$ cat src/rtl/idex_stage.sv
// ----------------------------------------------------------------------------
// idex_stage
//   ID/EX pipeline register for the 16-register, 16-bit pipelined core.
//   Each cycle it captures the decoded operands and control from ID. It
//   inserts a bubble on a load-use hazard or a branch flush, and freezes
//   while data memory holds the pipe. Register-file read data is bypassed
//   from the write-back stage so a same-cycle WB write is not missed.
//
//   Ports
//     clk, rst            clock (rising edge), async active-high reset
//     IFID*               decoded instruction fields from the IF/ID register
//     MEMWBregWrite/rd/data  write-back port, used for the WB bypass
//     flush               taken branch/jump resolved in EX -> bubble
//     memHold             data memory busy -> whole stage frozen
//     IDEX*               registered fields driving EX and forwarding
//     stallIF             combinational; hold PC and IF/ID this cycle
//     stallCnt            saturating count of load-use bubbles inserted
//
//   Handshake: there is no valid/ready pair. IDEXvalid qualifies the
//   registered instruction. stallIF is the only back-pressure signal: while
//   it is high, IF/ID must present the same instruction again next cycle.
// ----------------------------------------------------------------------------
module idex_stage #(
    parameter int DATA_W = 16,
    parameter int REG_W  = 4,
    parameter int CNT_W  = 16
) (
    input  logic              clk,
    input  logic              rst,
    input  logic [REG_W-1:0]  IFIDrs,
    input  logic [REG_W-1:0]  IFIDrt,
    input  logic [REG_W-1:0]  IFIDrd,
    input  logic              IFIDusesRt,
    input  logic [DATA_W-1:0] IFIDrdata1,
    input  logic [DATA_W-1:0] IFIDrdata2,
    input  logic [DATA_W-1:0] IFIDimm,
    input  logic              IFIDregWrite,
    input  logic              IFIDmemRead,
    input  logic              IFIDmemWrite,
    input  logic              IFIDaluSrc,
    input  logic [3:0]        IFIDaluOp,
    input  logic              IFIDvalid,
    input  logic              MEMWBregWrite,
    input  logic [REG_W-1:0]  MEMWBrd,
    input  logic [DATA_W-1:0] MEMWBdata,
    input  logic              flush,
    input  logic              memHold,
    output logic [REG_W-1:0]  IDEXrs,
    output logic [REG_W-1:0]  IDEXrt,
    output logic [REG_W-1:0]  IDEXrd,
    output logic [DATA_W-1:0] IDEXrdata1,
    output logic [DATA_W-1:0] IDEXrdata2,
    output logic [DATA_W-1:0] IDEXimm,
    output logic              IDEXregWrite,
    output logic              IDEXmemRead,
    output logic              IDEXmemWrite,
    output logic              IDEXaluSrc,
    output logic              IDEXvalid,
    output logic [3:0]        IDEXaluOp,
    output logic              stallIF,
    output logic [CNT_W-1:0]  stallCnt
);

    typedef struct packed {
        logic [REG_W-1:0]  rs;
        logic [REG_W-1:0]  rt;
        logic [REG_W-1:0]  rd;
        logic [DATA_W-1:0] rdata1;
        logic [DATA_W-1:0] rdata2;
        logic [DATA_W-1:0] imm;
        logic              reg_write;
        logic              mem_read;
        logic              mem_write;
        logic              alu_src;
        logic [3:0]        alu_op;
        logic              valid;
    } idex_t;

    // Per-cycle decision, highest priority first.
    typedef enum logic [1:0] {
        ACT_RUN   = 2'd0,
        ACT_STALL = 2'd1,
        ACT_FLUSH = 2'd2,
        ACT_HOLD  = 2'd3
    } action_t;

    idex_t            idex_q, idex_d;
    logic [CNT_W-1:0] cnt_q, cnt_d;
    action_t          action;
    logic             lu_haz;
    logic             byp1, byp2;

    // The load in EX writes rt. Register 0 never carries a dependency.
    always_comb begin
        lu_haz = idex_q.valid & idex_q.mem_read & (idex_q.rt != '0) & IFIDvalid &
                 ((idex_q.rt == IFIDrs) | (IFIDusesRt & (idex_q.rt == IFIDrt)));
        byp1   = MEMWBregWrite & (MEMWBrd != '0) & (MEMWBrd == IFIDrs);
        byp2   = MEMWBregWrite & (MEMWBrd != '0) & (MEMWBrd == IFIDrt);

        if (memHold)     action = ACT_HOLD;
        else if (flush)  action = ACT_FLUSH;
        else if (lu_haz) action = ACT_STALL;
        else             action = ACT_RUN;

        stallIF = (action == ACT_HOLD) | (action == ACT_STALL);
    end

    always_comb begin
        idex_d = idex_q;
        cnt_d  = cnt_q;
        case (action)
            ACT_HOLD: begin
                idex_d = idex_q;
            end
            ACT_FLUSH: begin
                idex_d = '0;
            end
            ACT_STALL: begin
                idex_d = '0;
                if (cnt_q != '1) cnt_d = cnt_q + {{(CNT_W-1){1'b0}}, 1'b1};
            end
            ACT_RUN: begin
                // Fields load unmasked even when IFIDvalid=0; EX ignores them.
                idex_d.rs        = IFIDrs;
                idex_d.rt        = IFIDrt;
                idex_d.rd        = IFIDrd;
                idex_d.rdata1    = byp1 ? MEMWBdata : IFIDrdata1;
                idex_d.rdata2    = byp2 ? MEMWBdata : IFIDrdata2;
                idex_d.imm       = IFIDimm;
                idex_d.reg_write = IFIDregWrite;
                idex_d.mem_read  = IFIDmemRead;
                idex_d.mem_write = IFIDmemWrite;
                idex_d.alu_src   = IFIDaluSrc;
                idex_d.alu_op    = IFIDaluOp;
                idex_d.valid     = IFIDvalid;
            end
            default: begin
                idex_d = idex_q;
            end
        endcase
    end

    always_ff @(posedge clk or posedge rst) begin
        if (rst) begin
            idex_q <= '0;
            cnt_q  <= '0;
        end else begin
            idex_q <= idex_d;
            cnt_q  <= cnt_d;
        end
    end

    assign IDEXrs       = idex_q.rs;
    assign IDEXrt       = idex_q.rt;
    assign IDEXrd       = idex_q.rd;
    assign IDEXrdata1   = idex_q.rdata1;
    assign IDEXrdata2   = idex_q.rdata2;
    assign IDEXimm      = idex_q.imm;
    assign IDEXregWrite = idex_q.reg_write;
    assign IDEXmemRead  = idex_q.mem_read;
    assign IDEXmemWrite = idex_q.mem_write;
    assign IDEXaluSrc   = idex_q.alu_src;
    assign IDEXaluOp    = idex_q.alu_op;
    assign IDEXvalid    = idex_q.valid;
    assign stallCnt     = cnt_q;

endmodule

$ cat config.mk
export PLATFORM = sky130hd
export DESIGN_NAME = idex_stage
export DESIGN_NICKNAME = d
export VERILOG_FILES = /design/src/rtl/idex_stage.sv
export SDC_FILE = /design/constraint.sdc
export NUM_CORES = 1
export LEC_CHECK = 0
export ABC_AREA = 1
export CAP_MARGIN = 20
export CORE_MARGIN = 2
export CORE_UTILIZATION = 39
export DETAILED_ROUTE_END_ITERATION = 6
export PLACE_DENSITY = 0.88
export SETUP_SLACK_MARGIN = 0.3
export SLEW_MARGIN = 20
export SYNTH_ARGS = -nofsm -noshare
export SYNTH_HDL_FRONTEND = slang
export SYNTH_SLANG_ARGS = --single-unit
$ cat constraint.sdc
create_clock -name clk -period 2.6 [get_ports clk]
set_input_delay 0.52 -clock clk [delete_from_list [all_inputs] [get_ports clk]]
set_output_delay 0.52 -clock clk [all_outputs]
set_load 0.01 [all_outputs]
==> run_1/metal_stack.png <==
Only two layers are drawn.
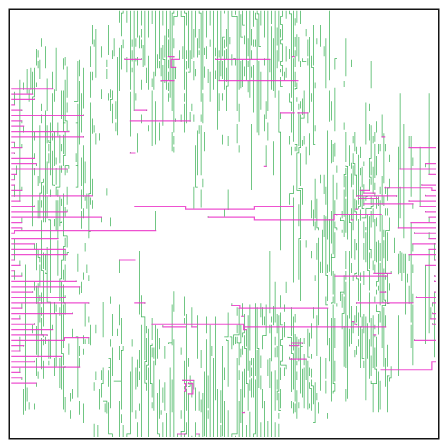
Key: green = met2 [wire length 5940 um]; magenta = met3 [wire length 938 um]
post-DR wirelength/cell: 13.4 um
gr usage total: 21.0%
DR vias: 4286
drt total wl: 12100 um

==> run_1/final_congestion.png <==
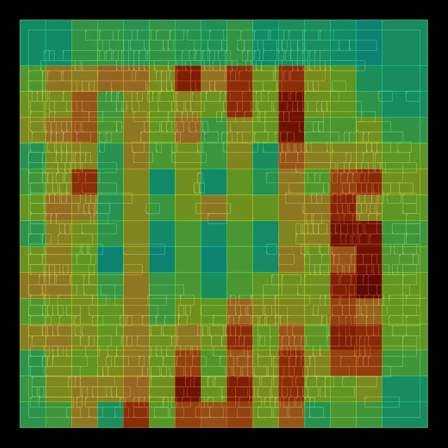
global routing's busiest layer: met2
Post-Route Utilization: 60.6%
met1 usage: 25.4%
GR met2 Demand/Resource: 34.9%

==> run_1/pdn.png <==
Pins as bars on the die edge. Tap cells in grey.
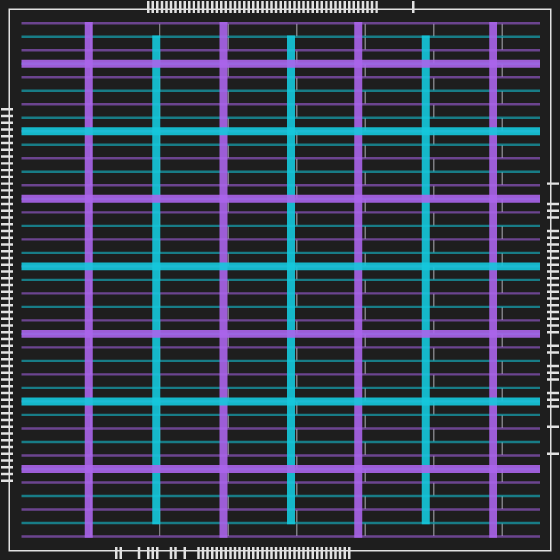
Key: cyan = VDD; purple = VSS
39 met1 rails follow the rows. 140 tap cells. The core has 38 rows. 181 signal pins sit on the boundary. 7 straps on met4.
VDD IR max: 0.287 mV
Vert. Die Dim: 109 um

==> out/results.ini, run 1 <==
[pwr]
powerDensity_mw_per_mm2=486
leakage_nw=3.30
combPwrFrac_pct=20.3
power_mw=3.18

[timing]
finalCritPeriodShare_pct=86.5

[synthesis]
yosysWarnings=0
common_cells=nand2_1, dfrtp_1, inv_1
syn-num-nets=664
ys_sh_simple_pct=34.3
ys_area_mm2=0.00428
area_leaders=dfrtp_1, nand2_1, o21ai_0, inv_1, xor2_1
most_common_cell=nand2_1
yosys_cells=568

[finish]
buffers_excl_clock=203
multi_input_comb_cells=419
largest_class=registers

[clock_tree]
cts_sinks=85
clk-insertion-delay-late_ns=0.36

[status]
status=complete, no violations

[routing]
dr_wl_met2_um=5940
dr.pass1.iters=4

[critical_path]
rr_worst_depth=7
critical-path-max-stage-delay_ns=0.45

[floorplanning]
fp_util_pct=39.6

[global_routing]
grt_pass1_vias=4105
grt_first_pass_wirelength_um=19400

[flow_run]
cap_violations=0

==> run_1/port_nets.png <==
Scale bar: 20 um.
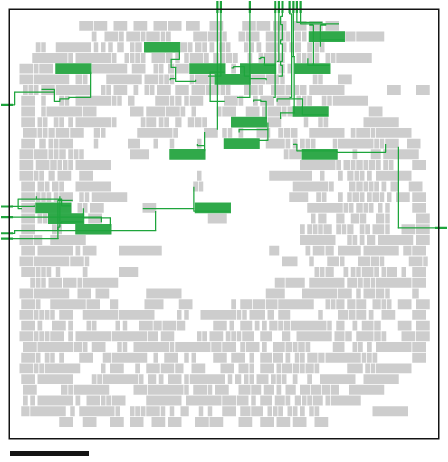

==> run 1 -> run 2 <==
--- a/config.mk
+++ b/config.mk
@@ -6,10 +6,12 @@
 export NUM_CORES = 1
 export LEC_CHECK = 0
 export ABC_AREA = 1
+export ABC_CLOCK_PERIOD_IN_PS = 2600
 export CAP_MARGIN = 20
 export CORE_MARGIN = 2
 export CORE_UTILIZATION = 39
 export DETAILED_ROUTE_END_ITERATION = 6
+export GPL_TIMING_DRIVEN = 0
 export PLACE_DENSITY = 0.88
 export SETUP_SLACK_MARGIN = 0.3
 export SLEW_MARGIN = 20
==> run_2/port_nets.png <==
Scale bar: 20 um.
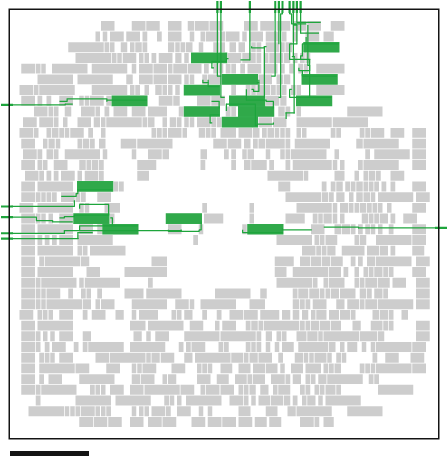
Key: green = IDEXrdata1 [bits 16, direction output, edge 10 north, 5 west, 1 east, end cells 16, buffers 16, wire 570 um]
I/O pin count: 181
Port Buffer Count: 180

==> out/results.ini, run 2 <==
[global_routing]
grt.total_usage_pct=22.6
busiest_layer=met2
use_met2_pct=38.2
grt_first_pass_wirelength_um=20800
grt_use_met1_pct=27.4
grt_pass1_vias=4425

[routing]
wl_per_cell_um=14.2
vias=4453
dr.pass1.iters=5
wl_um=13100

[clock_tree]
clk-insertion-delay-late_ns=0.35
cts-resized-gates=18
cts_sinks=85
htreeDepth=3

[synthesis]
syn-num-nets=664
yosysWarnings=0
most_common_cell=nand2_1
common_cells=nand2_1, dfrtp_1, inv_1
area_leaders=dfrtp_1, nand2_1, o21ai_0, inv_1, xor2_1
ys_sh_simple_pct=34.3
yosys_cells=568
ys_area_mm2=0.00428

[critical_path]
crit_path_top_delay_cell=dfrtp_1
crit_chain=nor2_1 -> a31oi_4 -> buf_4 -> buf_4 -> buf_4 -> buf_4 -> buf_4 -> buf_4 -> buf_4 -> buf_4 -> nand3_2 -> inv_4 -> nand3b_1 -> nand2_1
path_depth=14
rr_worst_depth=14
worstPathArrival_ns=2.46
critical-path-max-stage-delay_ns=0.46

[pwr]
powerClk_mw=0.945
combPwrFrac_pct=21.6
leakage_nw=3.36
power_mw=3.07
powerDensity_mw_per_mm2=462
peakVddDrop_mv=0.258

[finish]
largest_class=registers
area_growth_pct=55.4
buffers_excl_clock=219
diodes=0
multi_input_comb_cells=419
fin_util_pct=61.6

[floorplanning]
fp_util_pct=39.6
fp.dieH_um=109
dieArea_mm2=0.0118

[timing]
finalCritPeriodShare_pct=85.4
final.setup.worst_slack_ns=0.379

[flow_run]
cap_violations=0

[status]
status=complete, no violations

==> run 2 -> run 3 <==
--- a/config.mk
+++ b/config.mk
@@ -7,7 +7,7 @@
 export LEC_CHECK = 0
 export ABC_AREA = 1
 export ABC_CLOCK_PERIOD_IN_PS = 2600
-export CAP_MARGIN = 20
+export CAP_MARGIN = 25
 export CORE_MARGIN = 2
 export CORE_UTILIZATION = 39
 export DETAILED_ROUTE_END_ITERATION = 6
==> run_3/met1.png <==
Scale bar: 20 um. Supply wires on this layer in grey.
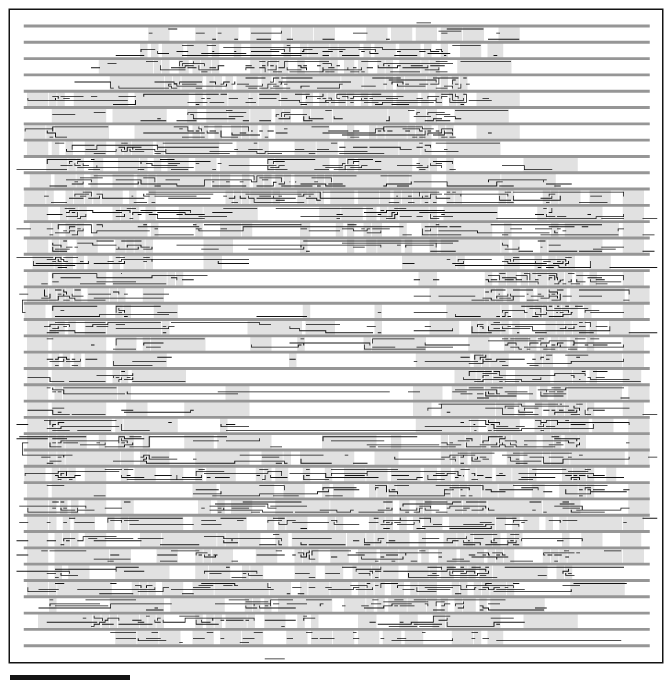
The layer carries 5310 um of wire. The longest straight run is 35.9 um. The layer holds 41% of the routed length.
met1 usage: 27.4%
drt total wl: 13100 um
DR vias: 4453

==> out/results.ini, run 3 <==
[pwr]
peakVddDrop_mv=0.258
powerDensity_mw_per_mm2=462
combPwrFrac_pct=21.6
power_mw=3.07
leakage_nw=3.36
powerClk_mw=0.945

[synthesis]
yosysWarnings=0
area_leaders=dfrtp_1, nand2_1, o21ai_0, inv_1, xor2_1
ys_area_mm2=0.00428
yosys_cells=568
common_cells=nand2_1, dfrtp_1, inv_1

[status]
status=complete, no violations

[clock_tree]
htreeDepth=3
clk-insertion-delay-late_ns=0.35
cts_sinks=85

[timing]
final.setup.worst_slack_ns=0.379

[finish]
multi_input_comb_cells=419
diodes=0
largest_class=registers

[critical_path]
rr_worst_depth=14
crit_path_top_delay_cell=dfrtp_1
critical-path-max-stage-delay_ns=0.46
crit_chain=nor2_1 -> a31oi_4 -> buf_4 -> buf_4 -> buf_4 -> buf_4 -> buf_4 -> buf_4 -> buf_4 -> buf_4 -> nand3_2 -> inv_4 -> nand3b_1 -> nand2_1

[routing]
dr_wl_met2_um=6510
wl_per_cell_um=14.2
dr.pass1.iters=5

[flow_run]
cap_violations=0

[place]
portBuffers=180

[floorplanning]
fp.dieH_um=109
num_io_pins=181
dieArea_mm2=0.0118
fp_util_pct=39.6

[global_routing]
grt.total_usage_pct=22.6

